Fig. 1: run 1, routed metal per tile
The bar under the picture is 20 um long. The die is cut into 13 by 13 equal tiles; dark blue is low, red is high, scaled to the fullest tile. Values are wire area over tile area, all layers added.
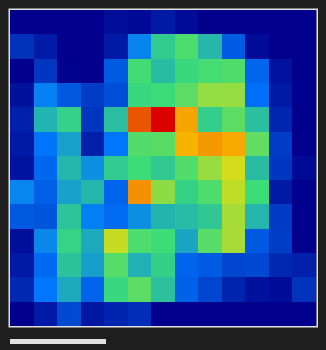
Fig. 2: run 1, clock routing
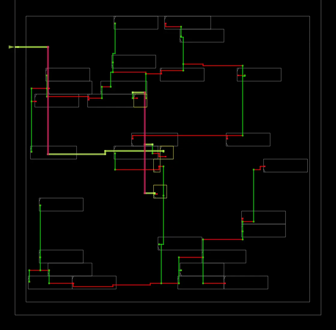
Fig. 3: run 1, placed cells, one color a class
Fill, decap, tap and diode cells in gray.
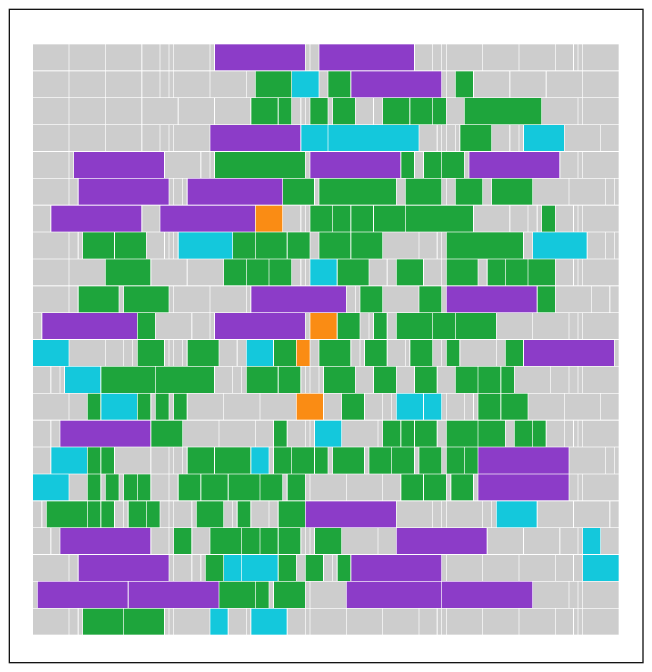
<file path="src/rtl/fifo_uart_drain_if.sv">
// ============================================================================
// Module      : fifo_uart_drain_if
// Description : Read-port bundle between a 4-bit FIFO and its UART drain.
// Revision    : 1.0 - initial release
// ============================================================================
`default_nettype none
`timescale 1ns/1ps

interface fifo_uart_drain_if #(
    parameter int DATA_W = 4
);
    logic              fifo_empty;
    logic [DATA_W-1:0] fifo_rd_data;
    logic              fifo_rd_en;

    // master: the reader (drain); slave: the FIFO itself
    modport master (
        input  fifo_empty,
        input  fifo_rd_data,
        output fifo_rd_en
    );

    modport slave (
        output fifo_empty,
        output fifo_rd_data,
        input  fifo_rd_en
    );
endinterface

`default_nettype wire

</file>
<file path="src/rtl/fifo_uart_drain.sv">
// ============================================================================
// Module      : fifo_uart_drain
// Description : Pops FIFO nibbles one at a time and sends each as an 8N1
//               UART character, LSB first. Define FIFO_UART_ASCII_HEX_EN to
//               send the nibble as its uppercase ASCII hex digit.
// Revision    : 1.0 - initial release
// ============================================================================
`default_nettype none
`timescale 1ns/1ps

module fifo_uart_drain #(
    parameter int CLK_DIV = 868,
    parameter int DATA_W  = 4
) (
    input  wire logic          clk,
    input  wire logic          rst_n,
    fifo_uart_drain_if.master  fifo,
    output logic               tx,
    output logic               busy
);

    localparam logic [15:0] C_BAUD_LAST = 16'(CLK_DIV - 1);
    localparam logic [2:0]  C_BIT_LAST  = 3'd7;

`ifdef FIFO_UART_ASCII_HEX_EN
    if (DATA_W != 4) begin : g_bad_data_w
        $error("fifo_uart_drain: DATA_W must be 4 in ASCII hex mode");
    end
`else
    if (DATA_W < 1 || DATA_W > 8) begin : g_bad_data_w
        $error("fifo_uart_drain: DATA_W must be 1..8");
    end
`endif

    if (CLK_DIV < 2 || CLK_DIV > 65535) begin : g_bad_clk_div
        $error("fifo_uart_drain: CLK_DIV must be 2..65535");
    end

    typedef enum logic [2:0] {
        S_IDLE  = 3'd0,
        S_REQ   = 3'd1,
        S_LOAD  = 3'd2,
        S_START = 3'd3,
        S_DATA  = 3'd4,
        S_STOP  = 3'd5
    } state_t;

    state_t      state_q, state_d;
    logic [15:0] baud_q,  baud_d;
    logic [2:0]  bit_q,   bit_d;
    logic [7:0]  shreg_q, shreg_d;
    logic        tx_q,    tx_d;
    logic        busy_q,  busy_d;
    logic        w_bit_end;

    function automatic logic [7:0] encode(input logic [DATA_W-1:0] d);
`ifdef FIFO_UART_ASCII_HEX_EN
        return (d < 4'd10) ? (8'h30 + 8'(d)) : (8'h37 + 8'(d));
`else
        return 8'(d);
`endif
    endfunction

    assign w_bit_end       = (baud_q == C_BAUD_LAST);
    assign fifo.fifo_rd_en = (state_q == S_REQ);
    assign tx              = tx_q;
    assign busy            = busy_q;

    always_comb begin
        state_d = state_q;
        baud_d  = baud_q;
        bit_d   = bit_q;
        shreg_d = shreg_q;
        tx_d    = tx_q;
        busy_d  = busy_q;

        case (state_q)
            S_IDLE: begin
                if (!fifo.fifo_empty) begin
                    state_d = S_REQ;
                    busy_d  = 1'b1;
                end
            end
            S_REQ: begin
                state_d = S_LOAD;
            end
            S_LOAD: begin
                // read data is valid now, one cycle after the strobe
                shreg_d = encode(fifo.fifo_rd_data);
                state_d = S_START;
                tx_d    = 1'b0;
                baud_d  = 16'd0;
            end
            S_START: begin
                if (w_bit_end) begin
                    state_d = S_DATA;
                    baud_d  = 16'd0;
                    bit_d   = 3'd0;
                    tx_d    = shreg_q[0];
                end else begin
                    baud_d  = baud_q + 16'd1;
                end
            end
            S_DATA: begin
                if (w_bit_end) begin
                    baud_d = 16'd0;
                    if (bit_q == C_BIT_LAST) begin
                        state_d = S_STOP;
                        tx_d    = 1'b1;
                    end else begin
                        bit_d   = bit_q + 3'd1;
                        shreg_d = shreg_q >> 1;
                        tx_d    = shreg_q[1];
                    end
                end else begin
                    baud_d = baud_q + 16'd1;
                end
            end
            S_STOP: begin
                if (w_bit_end) begin
                    state_d = S_IDLE;
                    baud_d  = 16'd0;
                    busy_d  = 1'b0;
                end else begin
                    baud_d  = baud_q + 16'd1;
                end
            end
            default: begin
                state_d = S_IDLE;
            end
        endcase
    end

    always_ff @(posedge clk or negedge rst_n) begin
        if (!rst_n) begin
            state_q <= S_IDLE;
            baud_q  <= 16'd0;
            bit_q   <= 3'd0;
            shreg_q <= 8'd0;
            tx_q    <= 1'b1;
            busy_q  <= 1'b0;
        end else begin
            state_q <= state_d;
            baud_q  <= baud_d;
            bit_q   <= bit_d;
            shreg_q <= shreg_d;
            tx_q    <= tx_d;
            busy_q  <= busy_d;
        end
    end

endmodule

`default_nettype wire
</file>
<file path="src/flat_wrapper.sv">
// flat-port wrapper written by rule: the top's interface ports become plain ports
module fifo_uart_drain_flat 
#(
    parameter int CLK_DIV = 868,
    parameter int DATA_W  = 4
)
  (clk, rst_n, tx, busy, fifo_fifo_empty, fifo_fifo_rd_data, fifo_fifo_rd_en);
  fifo_uart_drain_if #(.DATA_W(DATA_W)) fifo_i ();
  input  wire logic clk;
  input  wire logic rst_n;
  output logic tx;
  output logic busy;
  input wire logic [$bits(fifo_i.fifo_empty)-1:0] fifo_fifo_empty;
  input wire logic [$bits(fifo_i.fifo_rd_data)-1:0] fifo_fifo_rd_data;
  output wire logic [$bits(fifo_i.fifo_rd_en)-1:0] fifo_fifo_rd_en;
  assign fifo_i.fifo_empty = fifo_fifo_empty;
  assign fifo_i.fifo_rd_data = fifo_fifo_rd_data;
  assign fifo_fifo_rd_en = fifo_i.fifo_rd_en;
  fifo_uart_drain #(.CLK_DIV(CLK_DIV), .DATA_W(DATA_W)) u_core (.clk(clk), .rst_n(rst_n), .fifo(fifo_i), .tx(tx), .busy(busy));
endmodule
</file>
<file path="config.mk">
export PLATFORM = sky130hd
export DESIGN_NAME = fifo_uart_drain_flat
export DESIGN_NICKNAME = d
export VERILOG_FILES = /design/src/rtl/fifo_uart_drain_if.sv /design/src/rtl/fifo_uart_drain.sv /design/src/flat_wrapper.sv
export SDC_FILE = /design/constraint.sdc
export NUM_CORES = 1
export LEC_CHECK = 0
export CAP_MARGIN = 40
export CORE_AREA = 2 2 62 64
export CTS_CLUSTER_SIZE = 20
export DETAILED_ROUTE_END_ITERATION = 7
export DIE_AREA = 0 0 64 66
export GPL_TIMING_DRIVEN = 0
export PLACE_DENSITY_LB_ADDON = 0.3
export RECOVER_POWER = 50
export SLEW_MARGIN = 25
export SYNTH_ARGS = -nofsm -noshare
export SYNTH_HDL_FRONTEND = slang
export SYNTH_SLANG_ARGS = --single-unit
</file>
<file path="constraint.sdc">
create_clock -name clk -period 1.8 [get_ports clk]
set_input_delay 0.18 -clock clk [delete_from_list [all_inputs] [get_ports clk]]
set_output_delay 0.18 -clock clk [all_outputs]
set_load 0.03 [all_outputs]
</file>
==> impl_results.html, run 1 <==
<h2>Synthesis and place &amp; route</h2>
<table>
<tr><th>Metric</th><th>Value</th></tr>
<tr><th colspan="2">Routing</th></tr>
<tr><td>Total number of vias</td><td>1505</td></tr>
<tr><td>Antenna-violating nets left</td><td>0</td></tr>
<tr><td>Total routed wirelength</td><td>3880 um</td></tr>
<tr><td>DR DRC count</td><td>0</td></tr>
<tr><th colspan="2">Worst setup path</th></tr>
<tr><td>Kind of start point of the critical path</td><td>flip-flop</td></tr>
<tr><td>Crit path to</td><td>u_core.tx</td></tr>
<tr><td>Arrival time worst endpoint</td><td>2.09 ns</td></tr>
<tr><td>Worst path most repeated cell</td><td>buf_8</td></tr>
<tr><td>CP cell instances</td><td>nor4_4 -&gt; and4_4 -&gt; buf_8 -&gt; buf_8 -&gt; a21oi_2 -&gt; mux2_4</td></tr>
<tr><td>Worst path required time</td><td>2.08 ns</td></tr>
<tr><th colspan="2">Power and ir drop</th></tr>
<tr><td>Net switching power figure</td><td>0.216 mW</td></tr>
<tr><td>Maximum vdd drop</td><td>0.000284 V</td></tr>
<tr><td>Combinational share of power</td><td>0.036</td></tr>
<tr><td>Proportion of power drawn by the clock network</td><td>0.297</td></tr>
<tr><td>Sequential share of power</td><td>0.667</td></tr>
<tr><th colspan="2">Synthesis</th></tr>
<tr><td>Cell types with the largest area share after synthesis</td><td>dfrtp_1 39%, a31oi_1 5.8%, nand2_1 4.1%</td></tr>
<tr><td>Chip area line of the yosys report</td><td>0.00173 sq mm</td></tr>
<tr><td>Synthesized cell area</td><td>0.00173 sq mm</td></tr>
<tr><td>Post-synth ARST share</td><td>1.00</td></tr>
<tr><td>Area fraction in mux cells</td><td>0.0406</td></tr>
<tr><td>Count of library flops with an enable pin</td><td>0</td></tr>
<tr><td>Main combinational cell family by area after synthesis</td><td>simple AND/OR/NAND/NOR gates</td></tr>
<tr><td>Netlist cell types</td><td>51</td></tr>
<tr><td>Yosys warns</td><td>0</td></tr>
<tr><td>Post-Synthesis Mean Instance Area</td><td>9.71 sq um</td></tr>
<tr><th colspan="2">Cells and area</th></tr>
<tr><td>Final #Nets</td><td>205</td></tr>
<tr><td>Layout cells sized above 1</td><td>0.247</td></tr>
<tr><td>Number of diodes added for antenna fixing</td><td>0</td></tr>
<tr><th colspan="2">Outcome</th></tr>
<tr><td>Run status</td><td>finished, violations left</td></tr>
<tr><td>Violated checks</td><td>negative setup slack</td></tr>
<tr><th colspan="2">CTS</th></tr>
<tr><td>CTS H-Tree Depth</td><td>1</td></tr>
<tr><td>Clock edge transition at the registers on the reported setup and hold paths</td><td>0.16 ns</td></tr>
<tr><td>CTS root buffer</td><td>clkbuf_4</td></tr>
<tr><th colspan="2">Placed design</th></tr>
<tr><td>IO buf count</td><td>9</td></tr>
<tr><th colspan="2">Run</th></tr>
<tr><td>Max-Cap Viols</td><td>0</td></tr>
<tr><td>Total tool warning count</td><td>27</td></tr>
<tr><th colspan="2">Timing</th></tr>
<tr><td>Final setup margin</td><td>-0.00296 ns</td></tr>
<tr><td>Count of endpoints failing setup in the final report</td><td>1</td></tr>
<tr><td>Peak Freq</td><td>0.555 GHz</td></tr>
<tr><td>Final critical delay including setup and external delays</td><td>1.80 ns</td></tr>
<tr><th colspan="2">Floorplanning</th></tr>
<tr><td>Die Footprint</td><td>0.00422 sq mm</td></tr>
<tr><td>Vert. Die Dim</td><td>66 um</td></tr>
<tr><td>Count of pins on the block boundary</td><td>10</td></tr>
<tr><td>Initial Utilization</td><td>0.487</td></tr>
<tr><th colspan="2">GRT</th></tr>
<tr><td>First-pass GRT wire length</td><td>6710 um</td></tr>
</table>
About Fig. 1:
The densest ninth of the die: center. The mean over all tiles is 0.14. 18% of the tiles are nearly empty. 20% of the tiles are over half the peak.
overall track demand over capacity in global routing: 0.204
wire length per cell after detailed routing: 16.0 um

About Fig. 2:
clkbuf count: 4
final sequential cell count: 28
source-to-sink clock delay at the later pin of the worst-skew pair: 0.34 ns
number of CTS-inserted buffers: 3
clock skew: 0.00827 ns

About Fig. 3:
Key: orange = clock drivers and dummy loads [cells 4, share of their area 1.3%]; purple = registers [cells 28, share of their area 36%]; green = remaining logic cells [cells 138, share of their area 51%]; cyan = remaining buffers and delay cells [cells 24, share of their area 12%]
final design instance area without fill: 0.00201 sq mm
area of the core: 0.00355 sq mm
flip-flop and latch share of the layout cell area: 0.352
utilization after layout: 0.567
std cell rows: 22

-- run 1: worst max-delay path: cells and delay by family, from the launching register on --
family / cells / cell delay (ns)
flops: 1 / 0.53
simple gates: 2 / 0.61
buf+inv: 2 / 0.26
mux: 1 / 0.29
compound gates: 1 / 0.05
-- run 1: layer usage --
metal  global-route usage  vias up  routed length (um)
li1                     -      719                   -
met2                0.316       47                1890
met1                0.286      734                1770
met5                    0        -                   0
met3               0.0341        5                 182
met4               0.0761        0                  43
-- run 1: registers in the layout, summed over array words and instances, names as in the netlist --
register	cells
u_core.baud_q	16
u_core.shreg_q	4
u_core.bit_q	3
u_core.state_q	3
u_core.busy	1
u_core.tx	1
-- run 1: through the flow --
| stage | util | hold WS (ns) | instance area (sq um) | TNS, ns | instances |
|---|---|---|---|---|---|
| 2_1_floorplan | - | -0.116 | 1730 | 0 | 178 |
| 3_5_place_dp | 0.527 | 0.239 | 1870 | -2.66 | 235 |
| 3_3_place_gp | 0.529 | 0.486 | 1880 | -2.07 | 235 |
| 5_1_grt | 0.567 | 0.423 | 2010 | -0.449 | 242 |
| 4_1_cts | 0.550 | 0.393 | 1950 | 0 | 241 |
| 6_report | 0.567 | 0.394 | 2010 | -0.00296 | 242 |
-- run 1: repair_timing --
item	in CTS	in global routing
gates cloned	0	1
pin swaps	1	5
hold endpoints to repair	27	0
buffers inserted	2	2
setup endpoints to repair	25	23
hold buffers	1	0
gates resized	11	20
-- run 1: power groups by stage --
stage	Combinational [mW]	Clock, mW	Sequential [mW]
after global routing	0.0392	0.324	0.638
after global placement	0.0342	0	0.648
after floorplan	0.00761	0	0.647
after detailed placement	0.0339	0	0.648
after CTS	0.0357	0.288	0.637
final	0.0342	0.283	0.637
-- run 1: cells in the mapped netlist (3+ instances only) --
cell type and n:
nand3b_1 3, nor2_1 3, nor4_1 3, dfrtp_1 27
or3_1 6, a31oi_1 16, clkbuf_1 5, nand2_1 19
nor3_1 6, o21ai_0 9, nor2b_1 3, or4_1 3
a41oi_1 3, inv_1 6, buf_6 3, mux2_2 4
nand3_1 5, buf_2 3, ha_1 3, a22o_1 3
nand4_1 7
-- run 1: cells in the final DEF, fill, tap and decap left out, drive strengths merged, types with 2 or more instances in the layout --
master and count:
dfrtp 27, nand2 19, a31oi 16, buf 13, o21ai 9, nand4 8
clkdlybuf4s50 7, clkbuf 7, inv 6, nor3 6, or3 6, nand3 5
mux2 5, nor4 5, and4 5, nand3b 3, a41oi 3, nor2 3
or4 3, a22o 3, a21oi 3, nor2b 3, ha 3, and2b 2
o31ai 2, a211o 2, nor3b 2, and2 2, o311ai 2
-- run 1: area by class of cell --
class                   instances  area (sq um)
plain buffers                   9          82.6
clock buffers                   4          26.3
fillers                       302          1540
inverters                       6          22.5
repair buffers                 15           145
multi-input cells             132           968
well taps                      48          60.1
flip-flops and latches         28           708
==> run 2: changes to the inputs <==
--- a/config.mk
+++ b/config.mk
@@ -5,13 +5,14 @@
 export SDC_FILE = /design/constraint.sdc
 export NUM_CORES = 1
 export LEC_CHECK = 0
+export ABC_CLOCK_PERIOD_IN_PS = 1800
 export CAP_MARGIN = 40
 export CORE_AREA = 2 2 62 64
 export CTS_CLUSTER_SIZE = 20
 export DETAILED_ROUTE_END_ITERATION = 7
 export DIE_AREA = 0 0 64 66
 export GPL_TIMING_DRIVEN = 0
-export PLACE_DENSITY_LB_ADDON = 0.3
+export PLACE_DENSITY = 0.7
 export RECOVER_POWER = 50
 export SLEW_MARGIN = 25
 export SYNTH_ARGS = -nofsm -noshare
==> run 2 against run 1 <==
  * The run still ends with negative setup slack left
  * Clock-buffer cell count unchanged
  * Global-route usage up 2.0 points
  * Total power down 0.16%
  * Maximum frequency down 2.1%
  * Clock power about the same
  * Wire length up 14%
  * Synthesized cell count unchanged
  * Cell area up 2.4%
  * Core utilization up 1.4 points
  * Critical path type unchanged
==> impl_results.html, run 2 <==
<h2>Synthesis and place &amp; route</h2>
<table>
<tr><th>Metric</th><th>Value</th></tr>
<tr><th colspan="2">Outcome</th></tr>
<tr><td>Run status</td><td>finished, violations left</td></tr>
<tr><td>Violated checks</td><td>negative setup slack</td></tr>
<tr><th colspan="2">CTS</th></tr>
<tr><td>Clock edge transition at the registers on the reported setup and hold paths</td><td>0.17 ns (about the same)</td></tr>
<tr><td>CTS H-Tree Depth</td><td>1 (unchanged)</td></tr>
<tr><td>Source-to-sink clock delay at the later pin of the worst-skew pair</td><td>0.34 ns (about the same)</td></tr>
<tr><td>Number of CTS-inserted buffers</td><td>3 (unchanged)</td></tr>
<tr><th colspan="2">Worst setup path</th></tr>
<tr><td>Worst path required time</td><td>2.06 ns (-0.02 ns)</td></tr>
<tr><td>Kind of start point of the critical path</td><td>flip-flop</td></tr>
<tr><td>Arrival time worst endpoint</td><td>2.11 ns (+0.02 ns)</td></tr>
<tr><th colspan="2">Power and ir drop</th></tr>
<tr><td>Maximum vdd drop</td><td>0.000329 V (+16%)</td></tr>
<tr><th colspan="2">GRT</th></tr>
<tr><td>First-pass GRT wire length</td><td>7350 um (+9.5%)</td></tr>
<tr><th colspan="2">Timing</th></tr>
<tr><td>Final setup margin</td><td>-0.0417 ns (-0.0388 ns)</td></tr>
<tr><td>Worst hold slack</td><td>0.390 ns (-0.00406 ns)</td></tr>
<tr><td>Count of endpoints failing setup in the final report</td><td>3 (+2)</td></tr>
<tr><th colspan="2">Cells and area</th></tr>
<tr><td>Most frequent logic cells in the routed design</td><td>22 x dfrtp_1, 19 x nand2_1, 16 x a31oi_1</td></tr>
<tr><td>Top reg by flops</td><td>u_core.baud_q</td></tr>
<tr><td>Number of diodes added for antenna fixing</td><td>0 (unchanged)</td></tr>
<tr><td>Fill cell count</td><td>310 (+2.6%)</td></tr>
<tr><td>Most common library cell in the layout ignoring fill and taps</td><td>dfrtp_1</td></tr>
<tr><td>Final design instance area without fill</td><td>0.00206 sq mm (+2.4%)</td></tr>
<tr><td>Number of flip-flops under the largest register name</td><td>16 (unchanged)</td></tr>
<tr><td>Layout cells sized above 1</td><td>0.269 (+0.0216)</td></tr>
<tr><th colspan="2">Routing</th></tr>
<tr><td>Wire length per cell after detailed routing</td><td>18.1 um (+13%)</td></tr>
<tr><th colspan="2">Synthesis</th></tr>
<tr><td>Most used standard cell by instance count after synthesis</td><td>dfrtp_1</td></tr>
<tr><td>Synth cell count leaders</td><td>27 x dfrtp_1, 19 x nand2_1, 16 x a31oi_1</td></tr>
<tr><td>Cell types with the largest area share after synthesis</td><td>dfrtp_1 39%, a31oi_1 5.8%, nand2_1 4.1%</td></tr>
<tr><td>Main combinational cell family by area after synthesis</td><td>simple AND/OR/NAND/NOR gates</td></tr>
<tr><td>Netlist cell types</td><td>51 (unchanged)</td></tr>
<tr><td>Count of library flops with an enable pin</td><td>0 (unchanged)</td></tr>
<tr><td>Post-synth ARST share</td><td>1.00 (unchanged)</td></tr>
<tr><td>Chip area line of the yosys report</td><td>0.00173 sq mm (unchanged)</td></tr>
<tr><td>Post-Synthesis Mean Instance Area</td><td>9.71 sq um (unchanged)</td></tr>
<tr><td>Area fraction in mux cells</td><td>0.0406 (unchanged)</td></tr>
<tr><th colspan="2">Floorplanning</th></tr>
<tr><td>Std cell rows</td><td>22 (unchanged)</td></tr>
<tr><td>Area of the core</td><td>0.00355 sq mm (unchanged)</td></tr>
<tr><td>Vert. Die Dim</td><td>66 um (unchanged)</td></tr>
<tr><td>Initial Utilization</td><td>0.487 (unchanged)</td></tr>
<tr><td>Count of pins on the block boundary</td><td>10 (unchanged)</td></tr>
<tr><th colspan="2">Placed design</th></tr>
<tr><td>IO buf count</td><td>9 (unchanged)</td></tr>
<tr><th colspan="2">Run</th></tr>
<tr><td>Max-Cap Viols</td><td>0 (unchanged)</td></tr>
</table>
-- run 2: what timing repair did --
action,in CTS,in global routing
hold buffers,1,0
endpoints found under the setup margin,26,21
hold endpoints to repair,27,0
resized,15,16
setup buffers,2,4
cloned,0,2
pin swaps,4,2
-- run 2: logic make-up (layout without fill, tap and decap cells) --
logic type / after synthesis / in the layout
AOI/OAI and AO/OA: 45 / 45
and+or+nand+nor: 78 / 78
DFF: 28 / 28
adders and majority gates: 3 / 3
muxes: 6 / 6
buffers and inverters: 18 / 37
-- run 2: layout make-up --
class,instances,area (sq um),area share
buffer,9,86.3,0.0419
clock buffer,4,26.3,0.0127
inverter,6,22.5,0.0109
multi-input combinational,132,973,0.472
sequential,28,708,0.343
tap,48,60.1,0.0291
timing repair buffer,18,185,0.0898
-- run 2: per-stage QoR --
step / setup slack [ns] / utilization / power [mW] / instances / TNS [ns]
5_1_grt: -0.111 / 0.581 / 0.999 / 245 / -0.494
3_5_place_dp: -0.314 / 0.527 / 0.682 / 235 / -3.80
3_3_place_gp: -0.166 / 0.529 / 0.682 / 235 / -1.75
6_report: -0.0417 / 0.581 / 0.953 / 245 / -0.0628
2_1_floorplan: 0.0526 / - / 0.655 / 178 / 0
4_1_cts: -0.00259 / 0.551 / 0.959 / 240 / -0.00259
-- run 2: per-layer routing --
layer / global-route usage / vias to the layer above / share of wire
met5: 0 / - / 0
met4: 0.0924 / 0 / 0.0084
met3: 0.0273 / 4 / 0.044
met2: 0.409 / 50 / 0.52
met1: 0.264 / 763 / 0.43
li1: - / 728 / -
-- run 2: power breakdown --
part           internal [mW]  switching [mW]  total, mW
clock network         0.0868           0.195      0.282
logic                 0.0167          0.0176     0.0343
registers              0.634         0.00250      0.636
total                  0.737           0.215      0.953
-- run 2: path summary, 6_finish.rpt --
| path | endpoint | slack [ns] | cells past startpoint |
|---|---|---|---|
| min in group clk | u_core.shreg_q[3] | 0.44 | 2 |
| setup / recovery | u_core.tx | -0.04 | 6 |
| hold / removal | u_core.baud_q[7] | 0.39 | 2 |
| setup reg to reg | u_core.tx | -0.04 | 6 |
| hold reg to reg | u_core.shreg_q[3] | 0.53 | 1 |
| max in group asynchronous | u_core.baud_q[13] | 0.88 | 2 |
-- run 2: critical path, stage by stage, from the launching register on --
cell and delay [ns]:
dfrtp_1 0.49, nor4_4 0.37, and4_4 0.31, buf_8 0.14
buf_8 0.12, a21oi_2 0.06, mux2_4 0.30
Fig. 4: run 2, the metal 3 layer
The bar under the picture is 20 um long.
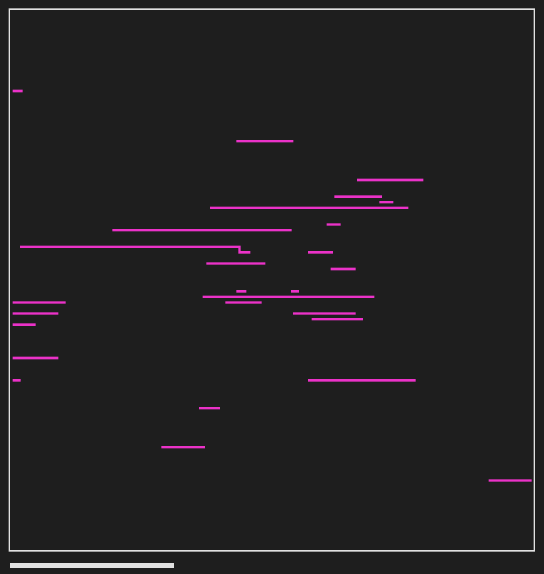
The wires run mostly horizontal. The layer carries 195 um of wire. The longest straight run is 26.7 um.
total routed wirelength: 4420 um
total number of vias: 1545
GR Util met3: 0.0273

Fig. 5: run 2, placed cells, one color a class
Fill, decap, tap and diode cells in gray.
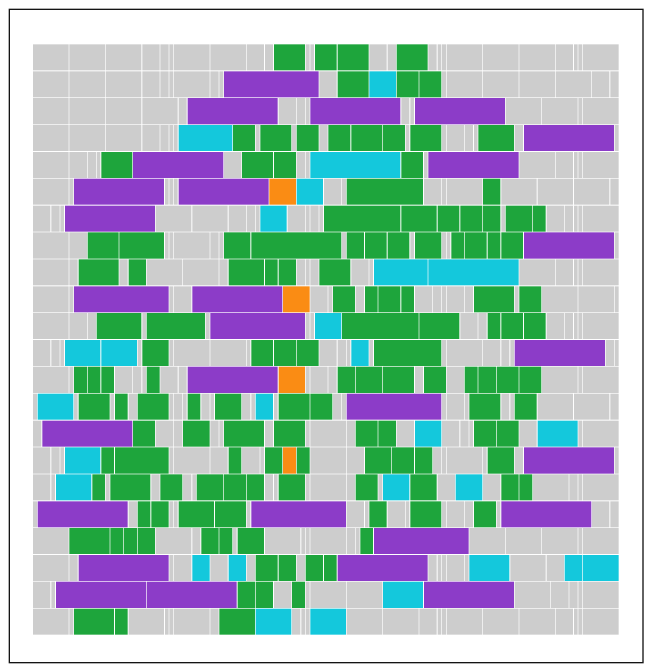
Key: green = remaining logic cells [cells 138, share of their area 50%]; cyan = remaining buffers and delay cells [cells 27, share of their area 14%]; purple = registers [cells 28, share of their area 35%]; orange = clock drivers and dummy loads [cells 4, share of their area 1.3%]
flip-flop and latch share of the layout cell area: 0.343
utilization after layout: 0.581

Power is estimated from default activity; no workload was simulated.
